<file path="src/rtl/oam_dma.sv">
// Sprite DMA engine: a write of page P to $4014 halts the CPU and copies
// $PP00-$PPFF into OAM through 256 read/write pairs to OAMDATA.
module oam_dma #(
  parameter logic [15:0] OAM_DATA_ADDRESS = 16'h2004
) (
  input  logic        i_clk,
  input  logic        i_reset,
  input  logic        i_ce,
  input  logic        i_reg_wr,
  input  logic [7:0]  i_reg_data,
  input  logic [7:0]  i_data,
  output logic [15:0] o_address,
  output logic [7:0]  o_data,
  output logic        o_rw_n,
  output logic        o_bus_request,
  output logic        o_rdy,
  output logic        o_busy,
  output logic        o_done
);

  typedef enum logic [2:0] {IDLE, HALT, ALIGN, READ, WRITE} state_t;

  state_t      state, state_next;
  logic        r_parity;
  logic [7:0]  r_index, index_next;
  logic [7:0]  r_page, page_next;
  logic [7:0]  r_buffer, buffer_next;

  logic        rdy_next, busy_next, bus_request_next, rw_n_next, done_next;
  logic [15:0] address_next;
  logic [7:0]  data_next;

  // State, datapath and registered outputs; everything advances on a ce cycle only.
  always_ff @(posedge i_clk) begin
    if (i_reset) begin
      state         <= IDLE;
      r_parity      <= 1'b0;
      r_index       <= 8'h00;
      r_page        <= 8'h00;
      r_buffer      <= 8'h00;
      o_address     <= 16'h0000;
      o_data        <= 8'h00;
      o_rw_n        <= 1'b1;
      o_bus_request <= 1'b0;
      o_rdy         <= 1'b1;
      o_busy        <= 1'b0;
      o_done        <= 1'b0;
    end else if (i_ce) begin
      state         <= state_next;
      r_parity      <= ~r_parity;
      r_index       <= index_next;
      r_page        <= page_next;
      r_buffer      <= buffer_next;
      o_address     <= address_next;
      o_data        <= data_next;
      o_rw_n        <= rw_n_next;
      o_bus_request <= bus_request_next;
      o_rdy         <= rdy_next;
      o_busy        <= busy_next;
      o_done        <= done_next;
    end else begin
      state <= state;
    end
  end

  // Next-state and datapath updates.
  always_comb begin
    state_next  = state;
    index_next  = r_index;
    page_next   = r_page;
    buffer_next = r_buffer;
    case (state)
      IDLE: begin
        if (i_reg_wr) begin
          page_next  = i_reg_data;
          index_next = 8'h00;
          state_next = HALT;
        end else begin
          state_next = IDLE;
        end
      end
      // Parity 1 now means the following cycle is a get cycle, ready for READ.
      HALT:  state_next = r_parity ? READ : ALIGN;
      ALIGN: state_next = READ;
      READ: begin
        buffer_next = i_data;
        state_next  = WRITE;
      end
      WRITE: begin
        if (r_index == 8'hFF) begin
          state_next = IDLE;
        end else begin
          index_next = r_index + 8'd1;
          state_next = READ;
        end
      end
      default: state_next = IDLE;
    endcase
  end

  // Output values for the state being entered, so the registered outputs are Moore.
  always_comb begin
    rdy_next         = 1'b1;
    busy_next        = 1'b0;
    bus_request_next = 1'b0;
    rw_n_next        = 1'b1;
    address_next     = 16'h0000;
    data_next        = 8'h00;
    done_next        = (state == WRITE) && (r_index == 8'hFF);
    case (state_next)
      IDLE: begin
        rdy_next = 1'b1;
      end
      HALT, ALIGN: begin
        rdy_next  = 1'b0;
        busy_next = 1'b1;
      end
      READ: begin
        rdy_next         = 1'b0;
        busy_next        = 1'b1;
        bus_request_next = 1'b1;
        address_next     = {page_next, index_next};
      end
      WRITE: begin
        rdy_next         = 1'b0;
        busy_next        = 1'b1;
        bus_request_next = 1'b1;
        rw_n_next        = 1'b0;
        address_next     = OAM_DATA_ADDRESS;
        data_next        = buffer_next;
      end
      default: rdy_next = 1'b1;
    endcase
  end

endmodule

</file>
<file path="config.mk">
export PLATFORM = sky130hd
export DESIGN_NAME = oam_dma
export DESIGN_NICKNAME = d
export VERILOG_FILES = /design/src/rtl/oam_dma.sv
export SDC_FILE = /design/constraint.sdc
export NUM_CORES = 1
export LEC_CHECK = 0
export CAP_MARGIN = 30
export CORE_ASPECT_RATIO = 0.8
export CORE_MARGIN = 1.5
export CORE_UTILIZATION = 53
export DETAILED_ROUTE_END_ITERATION = 12
export GPL_ROUTABILITY_DRIVEN = 0
export HOLD_SLACK_MARGIN = 0.15
export MAX_ROUTING_LAYER = met4
export PLACE_DENSITY_LB_ADDON = 0.1
export SYNTH_ARGS = -nofsm -noshare
export SYNTH_HDL_FRONTEND = slang
export SYNTH_SLANG_ARGS = --single-unit
</file>
<file path="constraint.sdc">
create_clock -name i_clk -period 3.2 [get_ports i_clk]
set_input_delay 0.64 -clock i_clk [delete_from_list [all_inputs] [get_ports i_clk]]
set_output_delay 0.64 -clock i_clk [all_outputs]
set_load 0.01 [all_outputs]
</file>
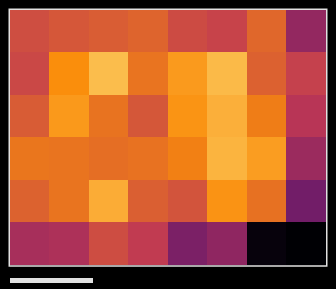
Run 1: cell density map
Bar = 20 um. 8 x 6 tiles, from black (low) to pale yellow (high), 0 to 100% covered.
nearly empty tiles = 4.2%
tiles over 75% full = 23%
fullest tile = 86%
emptiest ninth of the die = south-east

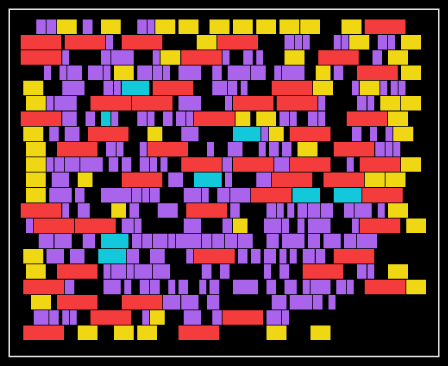
Run 1: placement by cell class
registers -> red  # cells 49, share of their area 35%
remaining buffers and delay cells -> yellow  # cells 56, share of their area 19%
clock drivers and dummy loads -> cyan  # cells 8, share of their area 3.6%
remaining logic cells -> purple  # cells 206, share of their area 42%
Post-Layout Inst Area: 2880 um^2
Seq area share: 0.340
core area: 4150 um^2
Finished Core Util: 0.694

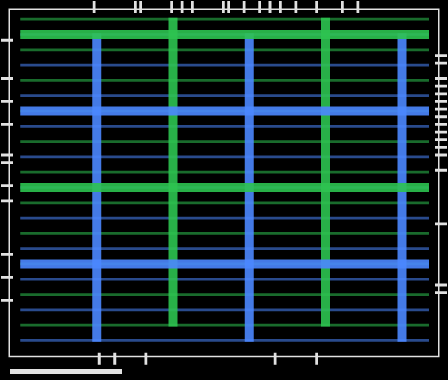
Run 1: PDN straps and rails
Bar = 20 um. Pins as bars on the die edge.
VDD -> green
VSS -> blue
signal pins = 49
met5 straps = 4

==> run 1: routing by layer <==
layer	GRT usage	vias to the layer above	part of all wire
li1	-	1069	-
met1	0.331	984	0.50
met2	0.369	62	0.44
met3	0.0652	4	0.056
met4	0.0556	0	0.0058
met5	-	-	0
==> run 1: worst min-delay path, cell delays in order, from the launching register on <==
cell     delay [ns]
dfxtp_1        0.31
nand2_1        0.05
a21oi_1        0.05
==> run 1: worst max-delay path by stage <==
stage	start	end	slack [ns]	cells after the start
2_1_floorplan	i_reg_wr	r_index[3]	1.29	5
3_3_place_gp	i_reg_wr	r_index[3]	0.73	5
3_5_place_dp	i_reg_wr	r_index[3]	0.70	5
4_1_cts	i_reg_wr	r_index[3]	1.04	5
5_1_grt	r_index[0]	o_address[0]	0.94	5
6_report	i_reg_wr	r_index[3]	1.02	5
==> run 1: flip-flops by register name (all words and copies together) (netlist names) <==
signal and flops:
o_done 1, o_rw_n 1, o_address 16, o_busy 1
o_bus_request 1, r_page 8, o_rdy 1, o_data 8
state 3, r_parity 1, r_index 8
==> run 1: cells by family after synthesis <==
logic type,Yosys count
AND-OR/OR-AND,71
flip-flops,49
multiplexers,14
buffers and inverters,30
adder cells (fa/ha/maj),1
XOR/XNOR,1
AND/OR/NAND/NOR,113
==> run 1: metrics by stage <==
stage	power, uW	std cells
floorplan	751	279
global placement	813	368
detailed placement	816	368
CTS	1220	376
global route	1260	376
finish	1210	376
==> run 1: layout by cell type (no fill, tap or decap), types with 2 or more instances in the layout <==
cell	netlist	routed
a2111oi_0	2	2
a21o_1	2	2
a21oi_1	28	28
a311oi_1	4	4
and3_1	4	4
and4_1	2	2
buf_4	0	8
clkbuf_8	0	7
clkdlybuf4s50_1	0	48
dfxtp_1	49	49
inv_1	6	6
mux2_2	11	11
mux2i_1	3	3
nand2_1	42	42
nand2b_1	3	3
nand3_1	11	11
nand3b_1	3	3
nand4_1	4	4
nor2_1	26	26
nor3_1	10	10
o211ai_1	8	8
o21ai_0	11	11
o21bai_1	2	2
o31ai_1	3	3
or3_1	2	2
==> run 1: area by class of cell <==
type,instances,share of cell area
Multi-Input combinational cell,200,0.404
Clock buffer,7,0.0334
Tap cell,57,0.0248
Inverter,6,0.00782
Sequential cell,49,0.340
Clock inverter,1,0.00174
Timing Repair Buffer,56,0.188
==> run 1: power breakdown <==
| part | internal, uW | switching (uW) | total (uW) |
|---|---|---|---|
| Combinational | 79.1 | 78.6 | 158 |
| Clock | 196 | 207 | 403 |
| Sequential | 628 | 17.4 | 645 |
==> results_slide.txt, run 1 <==
Physical Implementation Snapshot

Yosys
  • Flip-flops with a built-in enable: 0
  • Multiplexer share: 0.0679
  • YS chip area: roughly 2300 um^2
  • Synth Area in XOR/XNOR: 0.00387
  • Cell Type Count: around 44
  • Top cells, area: dfxtp_1 (43%), nand2_1 (7.0%), a21oi_1 (6.2%)
  • Syn_area_per_cell: 8.12 um^2
  • Fa+ha+maj area frac: 0.00552
  • Register share after synthesis: 0.433
  • Post-Synthesis Net Count: 300
  • YS warnings: 0
  • Yosys cell count: approximately 280

Outcome
  • Outcome: completed

Worst setup path
  • Critical-path maximum fanout: 8
  • Reg2reg path depth: 5
  • Reg2Reg Setup Slack: 1.08 ns
  • Req. time, crit path: 3.39 ns
  • Crit end category: flop
  • Slowest stage delay, CP: 0.72 ns

Floorplan
  • Die height: roughly 61 um
  • Io pins: 49

Place
  • HPWL after DPL: 3.56 mm
  • Dpl ws: between 0.7 and 0.8 ns

CTS
  • Root Buffer Master: clkbuf_8
  • Cts hold-fix bufs: 0
  • Clock Sinks: 49
  • Post_cts resized: 0
  • Reg clk slew, reported paths: approximately 0.09 ns

Routing
  • Vias: 2,119
  • WL final: 5.31 mm
  • Drt wl/cell: 14.1 um
  • Final ANT Viol Nets: 0
  • First-pass DRT Iterations: 4
  • Vias/cell: 5.64

STA
  • Slew at the pin with the worst max-slew slack: 0.721 ns
  • Setup-failing EPs final: 0
  • Final period utilization: 0.683
  • Count of final hold-check violations: 0
  • Fin Hold WS: 0.458 ns

Global route
  • Total gr overflow: 0
  • Vias in the first global route: roughly 1,800

Layout
  • Area Growth Syn to Fin: 27.2%
  • FILL cells: 387
  • Number of diodes: 0
  • Comb area: between 1000 and 1500 um^2
  • Layout cells sized above 1: 0.0972

Worst hold path
  • Worst min path class: reg -> reg

Run
  • Total of max-cap violations: 0
Run 1, port wiring:
Bar = 20 um.
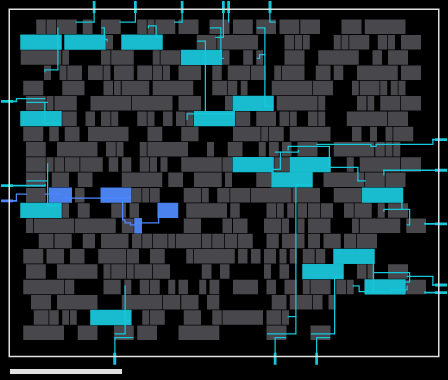

==> run 2: changes to the inputs <==
- CORE_UTILIZATION: 53 -> 45
- clock period: 3.2 -> 1.97 ns (I/O delays scaled with it)
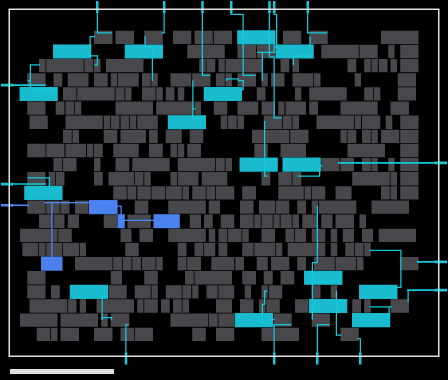
Run 2: port wiring
Bar = 20 um.
o_address -> cyan  # direction output, end cells 16, wire 321 um
i_reg_wr -> blue  # direction input, end cells 4, wire 40.1 um

==> run 2 against run 1 <==
  * Wire length is 4.1% higher
  * Worst setup slack worse by 0.89 ns
  * Synthesized cell count stayed put
  * Total power is 60% higher
  * Largest cell class unchanged
  * Hold slack worse by 0.0041 ns
  * Register-to-register slack worse by 0.95 ns
  * Critical path depth stayed put
  * Combinational power is 85% higher
  * Non-clock buffer count is 20 higher
  * Clock skew is 0.0017 ns lower
==> results_slide.txt, run 2 <==
Physical Implementation Snapshot

Worst setup path
  • Reg2reg path depth: 5 (unchanged)
  • Critical-path maximum fanout: 6 (was 8)
  • Req. time, crit path: 2.19 ns (was 3.39 ns)

Routing
  • Vias/cell: 5.41 (was 5.64)
  • Final ANT Viol Nets: 0 (unchanged)
  • Vias: 2,152 (was 2,119)
  • Drt wl/cell: 13.9 um (was 14.1 um)
  • WL final: 5.52 mm (was 5.31 mm)

Layout
  • Most numerous logic cell after layout: dfxtp_1 (unchanged)
  • Layout cells sized above 1: 0.148 (was 0.0972)
  • Finished Core Util: 0.643 (was 0.694)
  • Most frequent cells in the layout: dfxtp_1 (49), clkdlybuf4s50_1 (48), nand2_1 (42), a21oi_1 (28), buf_4 (28) (was dfxtp_1 (49), clkdlybuf4s50_1 (48), nand2_1 (42), a21oi_1 (28), nor2_1 (26))

Place
  • Placed Cells: 391 (was 368)

CTS
  • Root Buffer Master: clkbuf_8 (unchanged)
  • Clock Sinks: 49 (unchanged)

Yosys
  • Post-Synthesis Net Count: 300 (unchanged)
  • YS warnings: 0 (unchanged)
  • Flip-flops with a built-in enable: 0 (unchanged)
  • Register share after synthesis: 0.433 (unchanged)
  • Yosys cell count: 279 (unchanged)
  • Cell Type Count: 44 (unchanged)

Global route
  • Vias in the first global route: 1,901 (was 1,799)
  • Total gr overflow: 0 (unchanged)

STA
  • Fin Hold WS: 0.454 ns (was 0.458 ns)
  • Count of final hold-check violations: 0 (unchanged)
  • Final period utilization: 0.936

Outcome
  • Outcome: completed (unchanged)
==> run 2: netlist changes by cell type in the layout (fill, tap and decap cells not counted), sizes merged <==
cell,before,now
buf,8,28
clkinv,1,0
==> run 2: how the worst max path moves through the flow <==
stage / endpoint / from / slack [ns] / cells past startpoint
after floorplan: r_index[5] / r_index[0] / 0.13 / 6
after global placement: r_index[3] / i_reg_wr / -0.21 / 5
after detailed placement: r_index[3] / i_reg_wr / -0.26 / 5
after CTS: r_index[3] / i_reg_wr / 0.05 / 5
after global routing: o_address[2] / state[2] / 0.02 / 5
final: r_index[5] / r_index[1] / 0.13 / 5
==> run 2: critical path, stage by stage, from the launching register on <==
cell and delay, ns:
dfxtp_1 0.36, ha_1 0.22, and3_1 0.25, a2111o_1 0.47, or3_1 0.32, a31oi_1 0.15
==> run 2: timing repair <==
| item | 4_1_cts | 5_1_grt |
|---|---|---|
| setup buffers | 0 | 0 |
| setup endpoints to repair | 0 | 4 |
| resized | 0 | 4 |
| hold buffers | 0 | 0 |
==> run 2: stage by stage <==
| step | worst slack [ns] | instance area, um^2 | TNS (ns) | power, uW |
|---|---|---|---|---|
| after global placement | -0.209 | 2930 | -2.37 | 1350 |
| after floorplan | 0.131 | 2270 | 0 | 1220 |
| final | 0.127 | 3030 | 0 | 1930 |
| after CTS | 0.0491 | 3020 | 0 | 1940 |
| after global routing | 0.0205 | 3030 | 0 | 2020 |
| after detailed placement | -0.261 | 2930 | -3.18 | 1350 |
==> run 2: power breakdown <==
group	internal (uW)	total [uW]	switching [uW]
registers	1020	1040	20.3
clock network	279	592	313
logic	150	293	143
total	1450	1930	476
==> run 2: routing by layer <==
metal  routed length [um]  vias up  part of all wire  global-route usage
met2                 2420       45              0.44               0.323
li1                     -     1109                 -                   -
met4                   22        0            0.0040              0.0381
met1                 2790      996              0.51               0.307
met3                  290        2             0.052              0.0521
met5                    0        -                 0                   -
==> run 2: area by class of cell <==
cell class / count / area [um^2]
fillers: 432 / 1680
repair buffers: 76 / 691
flip-flops and latches: 49 / 981
well taps: 60 / 75.1
inverters: 6 / 22.5
multi-input cells: 200 / 1170
clock buffers: 7 / 86.3
==> run 2: kinds of logic (layout without fill, tap and decap cells) <==
kind of cell	after synthesis	count (layout)	share of synthesized area
fa+ha+maj	1	1	0.00552
buf+inv	30	89	0.0530
mux	14	14	0.0679
simple gates	113	113	0.239
xor+xnor	1	1	0.00387
flops	49	49	0.433
compound gates	71	71	0.198
Run 2, routing congestion map:
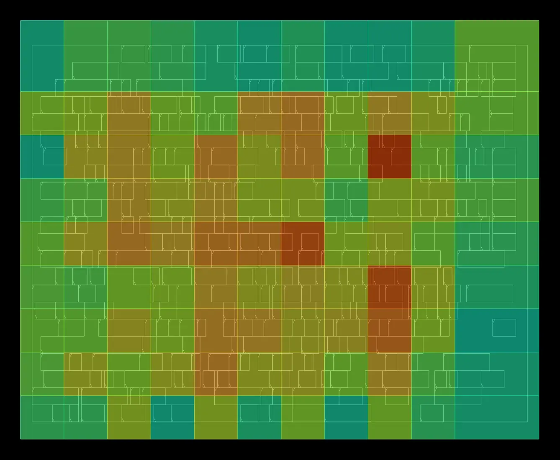

==> run 3: changes to the inputs <==
- REMOVE_ABC_BUFFERS: not set -> 1
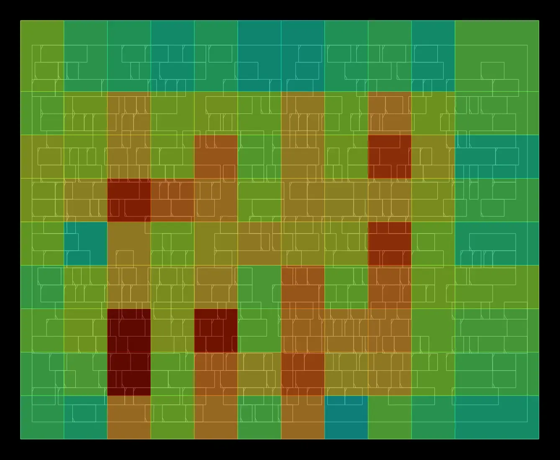
Run 3: routing congestion map
GR Layer Usage met3: 0.0712
M1 GR Usage: 0.329
Finished Core Util: 0.647
gr usage total: 0.239
drt wl/cell: 14.3 um

==> run 3 against run 2 <==
  * Synthesized cell count did not move
  * Critical path type is now in -> reg
  * Design area rose by 0.54%
  * Count of clock-buffer cells in the layout did not move
  * Sequential share of layout area fell by 0.17 points
  * Synthesized area did not move
  * Largest power group unchanged
  * Non-clock buffer count rose by 1
==> results_slide.txt, run 3 <==
Physical Implementation Snapshot

Worst hold path
  • Worst min path class: reg -> reg (unchanged)

Power
  • Pint: 1490 uW (was 1450 uW)
  • Sw Pwr: 496 uW (was 476 uW)
  • Clk pwr share: 0.329 (was 0.308)

Routing
  • WL final: 5.72 mm (was 5.52 mm)
  • Top Metal Used: met4 (unchanged)
  • DR WL met2: 2.37 mm (was 2.42 mm)
  • Vias: 2,225 (was 2,152)
  • Final ANT Viol Nets: 0 (unchanged)
  • Routed wl met3: 411 um (was 290 um)

Layout
  • Most numerous logic cell after layout: dfxtp_1 (unchanged)
  • Register area: 981 um^2 (unchanged)
  • FILL cells: 415 (was 432)
  • Layout cells sized above 1: 0.153 (was 0.148)
  • Comb area: 1170 um^2 (about the same)
  • Top reg by flops: o_address (unchanged)
  • Area Growth Syn to Fin: 34.3% (was 33.6%)
  • Most frequent cells in the layout: dfxtp_1 (49), clkdlybuf4s50_1 (48), nand2_1 (42), buf_4 (29), a21oi_1 (28) (was dfxtp_1 (49), clkdlybuf4s50_1 (48), nand2_1 (42), a21oi_1 (28), buf_4 (28))

Yosys
  • Register share after synthesis: 0.433 (unchanged)
  • Yosys cell count: 279 (unchanged)
  • YS chip area: 2270 um^2 (unchanged)
  • Cell Type Count: 44 (unchanged)
  • YS warnings: 0 (unchanged)

Floorplan
  • Die height: 66.5 um (unchanged)
  • Core area: 4710 um^2 (unchanged)

CTS
  • Post-CTS Setup Bufs: 0 (unchanged)
  • Clock Sinks: 49 (unchanged)
  • Reg clk slew, reported paths: 0.09 ns (about the same)
  • Root Buffer Master: clkbuf_8 (unchanged)
  • Cts hold-fix bufs: 0 (unchanged)

Global route
  • Vias in the first global route: 2,072 (was 1,901)

Outcome
  • Outcome: completed (unchanged)

STA
  • Worst setup margin: 0.105 ns (was 0.127 ns)
  • Final period utilization: 0.947 (was 0.936)

Worst setup path
  • Req. time, crit path: 2.17 ns (was 2.19 ns)
  • Reg2reg path depth: 5 (unchanged)
==> run 3: area by class of cell <==
type	instances	area share
Multi-Input combinational cell	200	0.383
Sequential cell	49	0.322
Timing Repair Buffer	77	0.229
Clock buffer	7	0.0316
Tap cell	60	0.0247
Inverter	6	0.00740
Clock inverter	1	0.00164
==> run 3: logic make-up after synthesis <==
kind of cell               synth area share
adders and majority gates           0.00552
DFF                                   0.433
and+or+nand+nor                       0.239
xor gates and xnor gates            0.00387
AOI/OAI and AO/OA                     0.198
buffers and inverters                0.0530
muxes                                0.0679
==> run 3: timing repair <==
item | CTS | global route
gates resized | 0 | 1
hold endpoints to repair | 0 | 0
endpoints found under the setup margin | 0 | 1
==> run 3: metal layers <==
metal / track usage / up-vias
met5: - / -
met3: 0.0712 / 7
li1: - / 1110
met2: 0.332 / 71
met4: 0.0784 / 0
met1: 0.329 / 1037
==> run 3: power groups by stage <==
stage | Sequential [uW] | Clock, uW | Combinational, uW
2_1_floorplan | 1070 | 0 | 118
3_3_place_gp | 1060 | 0 | 287
3_5_place_dp | 1060 | 0 | 290
4_1_cts | 1040 | 672 | 291
5_1_grt | 1040 | 722 | 322
6_report | 1040 | 652 | 291
==> run 3: path summary, 6_finish.rpt <==
| kind | end | start | slack [ns] |
|---|---|---|---|
| setup / recovery | r_index[3] | i_reg_wr | 0.10 |
| hold / removal | o_address[5] | o_address[5] | 0.45 |
| setup reg to reg | r_index[5] | r_index[1] | 0.15 |
| hold reg to reg | o_address[5] | o_address[5] | 0.45 |
==> run 3: metrics by stage <==
step	setup TNS, ns	hold slack [ns]	instance area (um^2)	power [uW]	util
final	0	0.450	3040	1980	0.647
after detailed placement	-1.92	0.441	2940	1350	0.625
after floorplan	-0.0609	0.428	2170	1190	-
after CTS	0	0.454	3040	2000	0.646
after global placement	-1.76	0.438	2940	1350	0.625
after global routing	0	0.479	3040	2090	0.647
==> run 3: critical path, cell delays in order <==
cell	delay, ns
clkdlybuf4s50_1	0.51
or4b_2	0.68
and3_1	0.22
mux2i_1	0.16
a21oi_1	0.10
Power figures rest on the tool's default switching activity, not on a simulated workload.
